## config.mk

```make
export PLATFORM = sky130hd
export DESIGN_NAME = result_buffer
export DESIGN_NICKNAME = d
export VERILOG_FILES = /design/src/rtl/result_buffer.sv
export SDC_FILE = /design/constraint.sdc
export NUM_CORES = 1
export LEC_CHECK = 0
export CAP_MARGIN = 20
export CORE_ASPECT_RATIO = 0.75
export CORE_MARGIN = 1
export CORE_UTILIZATION = 63
export DETAILED_ROUTE_END_ITERATION = 8
export MAX_ROUTING_LAYER = met4
export PLACE_DENSITY = 0.84
export SYNTH_ARGS = -nofsm -noshare
export SYNTH_HDL_FRONTEND = slang
export SYNTH_SLANG_ARGS = --single-unit
```

## constraint.sdc

```tcl
create_clock -name clk -period 8.1 [get_ports clk]
set_input_delay 2.43 -clock clk [delete_from_list [all_inputs] [get_ports clk]]
set_output_delay 2.43 -clock clk [all_outputs]
set_load 0.05 [all_outputs]
```

## src/rtl/result_buffer.sv

```systemverilog
// ---------------------------------------------------------------------------
// result_buffer
// Collects converted numbers into a small register-file buffer, then on
// request plays them back over a valid/ready stream.
//
// Ports
//   clk                   : clock, all state changes on the rising edge
//   rst                   : asynchronous active-high reset
//   storeConvertedNumber  : write strobe, stores convertedNumber at index cnt
//   convertedNumber       : value to store (WIDTH bits)
//   enC                   : increments the entry counter cnt (saturating)
//   writeToFile           : starts draining the first min(cnt, DEPTH) entries
//   cnt                   : entry counter, fed back to the sequencing controller
//   out_data / out_valid  : drained entry and its valid flag
//   out_ready             : sink accepts out_data
//   busy                  : high while draining
//   done                  : one-cycle pulse after a drain completes
//   overflow              : sticky, a store was attempted with cnt >= DEPTH
// ---------------------------------------------------------------------------
module result_buffer #(
  parameter int WIDTH = 16,
  parameter int DEPTH = 25
) (
  input  logic             clk,
  input  logic             rst,
  input  logic             storeConvertedNumber,
  input  logic [WIDTH-1:0] convertedNumber,
  input  logic             enC,
  input  logic             writeToFile,
  output logic [31:0]      cnt,
  output logic [WIDTH-1:0] out_data,
  output logic             out_valid,
  input  logic             out_ready,
  output logic             busy,
  output logic             done,
  output logic             overflow
);

  localparam int AW = (DEPTH > 1) ? $clog2(DEPTH) : 1;
  localparam int LW = $clog2(DEPTH + 1);
  localparam logic [31:0]   DEPTH_W = 32'(DEPTH);
  localparam logic [LW-1:0] DEPTH_L = LW'(DEPTH);
  localparam logic [LW-1:0] ONE_L   = LW'(1);

  typedef enum logic [1:0] {
    IDLE,
    DRAIN,
    DONE
  } state_t;

  state_t           state;
  logic [WIDTH-1:0] mem [DEPTH];
  logic [LW-1:0]    rd_ptr;
  logic [LW-1:0]    len;
  logic [LW-1:0]    next_ptr;
  logic [LW-1:0]    latch_len;
  logic             cnt_in_range;
  logic             store_ok;

  assign cnt_in_range = (cnt < DEPTH_W);
  assign latch_len    = cnt_in_range ? cnt[LW-1:0] : DEPTH_L;
  assign next_ptr     = rd_ptr + ONE_L;

  // writeToFile wins over a store in the same cycle, and stores are only
  // accepted in IDLE while there is still room.
  assign store_ok = (state == IDLE) && storeConvertedNumber && !writeToFile &&
                    cnt_in_range && !rst;

  // The buffer itself has no reset so its contents survive a reset.
  always_ff @(posedge clk) begin
    if (store_ok) begin
      mem[cnt[AW-1:0]] <= convertedNumber;
    end
  end

  // Control FSM. out_data is preloaded one beat ahead so the stream can
  // move one entry per clock, and all status outputs are registered.
  always_ff @(posedge clk or posedge rst) begin
    if (rst) begin
      state     <= IDLE;
      cnt       <= '0;
      rd_ptr    <= '0;
      len       <= '0;
      out_data  <= '0;
      out_valid <= 1'b0;
      busy      <= 1'b0;
      done      <= 1'b0;
      overflow  <= 1'b0;
    end else begin
      case (state)
        IDLE: begin
          if (writeToFile) begin
            rd_ptr <= '0;
            len    <= latch_len;
            if (latch_len != '0) begin
              state     <= DRAIN;
              out_valid <= 1'b1;
              busy      <= 1'b1;
              out_data  <= mem[0];
            end else begin
              state <= DONE;
              done  <= 1'b1;
            end
          end else begin
            if (storeConvertedNumber && !cnt_in_range) begin
              overflow <= 1'b1;
            end
            if (enC && (cnt != 32'hFFFF_FFFF)) begin
              cnt <= cnt + 32'd1;
            end
          end
        end
        DRAIN: begin
          if (out_valid && out_ready) begin
            if (next_ptr == len) begin
              state     <= DONE;
              out_valid <= 1'b0;
              busy      <= 1'b0;
              done      <= 1'b1;
            end else begin
              rd_ptr   <= next_ptr;
              out_data <= mem[next_ptr[AW-1:0]];
            end
          end
        end
        DONE: begin
          done     <= 1'b0;
          cnt      <= '0;
          overflow <= 1'b0;
          state    <= IDLE;
        end
        default: begin
          state <= IDLE;
        end
      endcase
    end
  end

endmodule

```

==> images/pdn.png <==
(2 px per um) Pins as bars on the die edge.
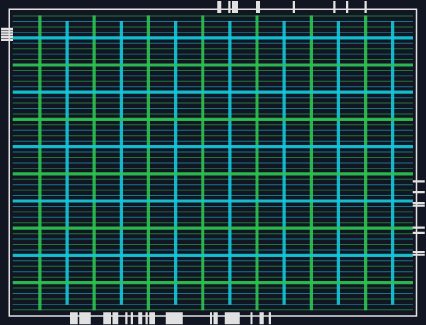
- cyan: VDD
- green: VSS
- met5 straps: 10
- signal pins: 74
- rows: 54

==> images/cell_classes.png <==
(1.5 px per um) Fill, decap, tap and diode cells in grey.
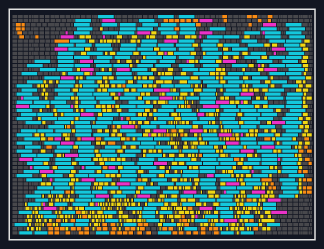
- orange: other buffers and delay cells (cells 117)
- yellow: all other logic (cells 698)
- cyan: flops (cells 463)
- magenta: clock drivers and dummy loads (cells 77)
Rows: 54
fin util: 74.2%

==> images/clock_map.png <==
(3 px per um)
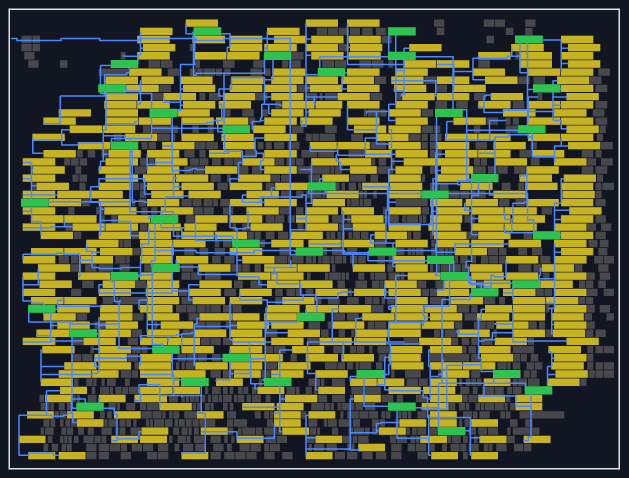
- yellow: flip-flops (count 463)
- blue: clock wires (length 4790 um)
- green: cells driving clock nets (count 42)
- flops lie: widely spread

==> images/metal_stack.png <==
(2 px per um) Two of the layers only.
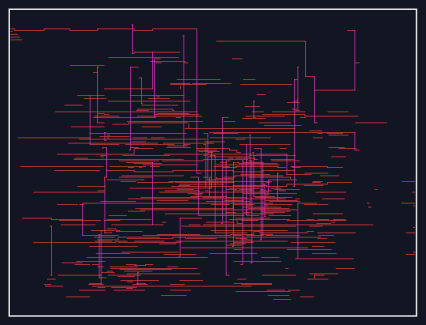
- red: met3 (wire length 6120 um)
- magenta: met4 (wire length 1280 um)

==> images/final_placement.png <==
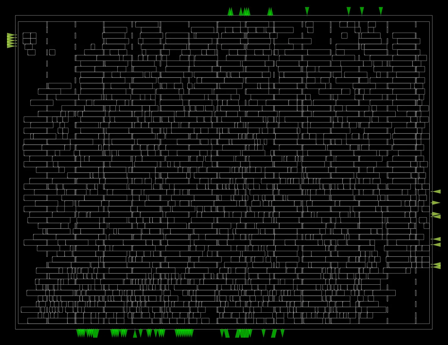
fill count: 1693
placeable core area: 29400 um2
Tapcells: 392
Seq/total area: 62.3%
FFs & Latches: 463

==> impl_metrics.csv <==
group,metric,value,unit
run_status,outcome,"finished clean",
yosys,synth_top_flop_cell,"edfxtp_1",
sta,setup_viol,0,
clock_tree,cts_setup_buffers,0,
critical_path,endpoint_kind,"primary output",
sta,fin_setup_tns,0,ns
power_and_ir_drop,leakage,7.44,nW
critical_path,r2r_start,"rd_ptr[0]",
detailed_routing,routedWlPerCell,27.6,um
clock_tree,cts.sinks,463,
critical_path,crit_family,"buffers and inverters",
clock_tree,ctsResizeCount,0,
grt,grt_max_degree,109,
yosys,yosysCellCount,1231,
critical_path,slowest_delay,0.95,ns
yosys,synthesis.area,19100,um2
detailed_routing,drtIter0Drc,1602,
clock_tree,cts_tree,"yes",
final_layout,final_common_cell,"edfxtp_1",
detailed_routing,wirelength,48.3,mm
run,maxCapViolations,0,
floorplanning,die_h,153,um
min_path,worstHoldStart,"out_data[12]",
yosys,synth_nets,1259,
sta,hold_viol,0,
detailed_routing,vias_per_cell,6.63,
critical_path,reg2reg_slack,3.85,ns
final_layout,seq_area,13600,um2
sta,finalClockSkew,0.0185,ns
power_and_ir_drop,p_per_area,361,nW/um2
grt,track_usage,32.5,%
run,warnings,33,
yosys,yosysWarnings,0,
critical_path,cp.arrival,2.33,ns
yosys,synth-async-reset-ratio,13.6,%
floorplanning,fp.dieW,203,um
grt,grt_pass1_wl,70.9,mm
yosys,synth-edff-count,400,
## metal layers
layer  routed length, um  up-vias  part of all wire [%]  track usage [%]
met5                   0        -                     0                -
met4                1280        0                   2.7             8.81
met2               21500      804                    45             45.7
met1               19300     5710                    40             47.4
met3                6120      104                    13             8.21
li1                    -     4966                     -                -
## final cells by class
| cell class | count | area share, % |
|---|---|---|
| Antenna cell | 1 | 0.0115 |
| Clock buffer | 62 | 5.64 |
| Multi-Input combinational cell | 666 | 23.4 |
| Inverter | 32 | 0.551 |
| Sequential cell | 463 | 62.3 |
| Tap cell | 392 | 2.25 |
| Timing Repair Buffer | 117 | 5.14 |
| Clock inverter | 15 | 0.671 |
## power breakdown
part / internal, W / switching [W]
Combinational: 0.00121 / 0.00186
Sequential: 0.00268 / 0.000129
Clock: 0.00115 / 0.000841
## per-stage QoR
step                setup WS [ns]  instances  hold WS [ns]  total power [W]  cell area (um2)
CTS                          2.49       1737         0.520          0.00779            21700
floorplan                    3.02       1231         0.469          0.00492            19100
detailed placement           1.97       1660         0.494          0.00581            20300
global placement             2.04       1654         0.495          0.00574            20300
finish                       3.34       1748         0.520          0.00787            21800
global route                 3.28       1747         0.545          0.00809            21800
## cell families after synthesis
kind of cell    after synthesis  share of synthesized area, %
fa+ha+maj                     6                         0.394
xor+xnor                     34                          1.56
mux                         177                          10.2
compound gates              195                          7.28
flops                       463                          71.3
simple gates                254                          6.99
buf+inv                     102                          2.25
## state kept, by name, indices dropped and copies added (netlist names)
register and count:
out_data 16, rd_ptr 5, len 5, mem 400
state 2, cnt 32, busy 1, done 1
overflow 1
## cells in the mapped netlist, drive strengths merged (18+ instances only)
library cell | instances | area, um2
clkbuf | 44 | 165
dfrtp | 63 | 1580
a2111oi | 33 | 289
xnor2 | 18 | 158
nor2 | 78 | 293
edfxtp | 400 | 12000
nand2 | 38 | 143
nand3 | 20 | 100
mux2i | 65 | 651
mux2 | 112 | 1300
o22ai | 48 | 300
nor2b | 36 | 225
buf | 26 | 143
a211oi | 33 | 248
inv | 32 | 120
o21ai | 20 | 100
## how the worst max path moves through the flow
stage	slack, ns	endpoint	cells after the start
floorplan	3.02	mem[16][0]	4
global placement	2.04	mem[13][11]	5
detailed placement	1.97	mem[2][9]	5
CTS	2.49	mem[2][9]	5
global route	3.28	out_data[13]	7
finish	3.34	cnt[3]	1
Power and IR drop assume default switching activity.
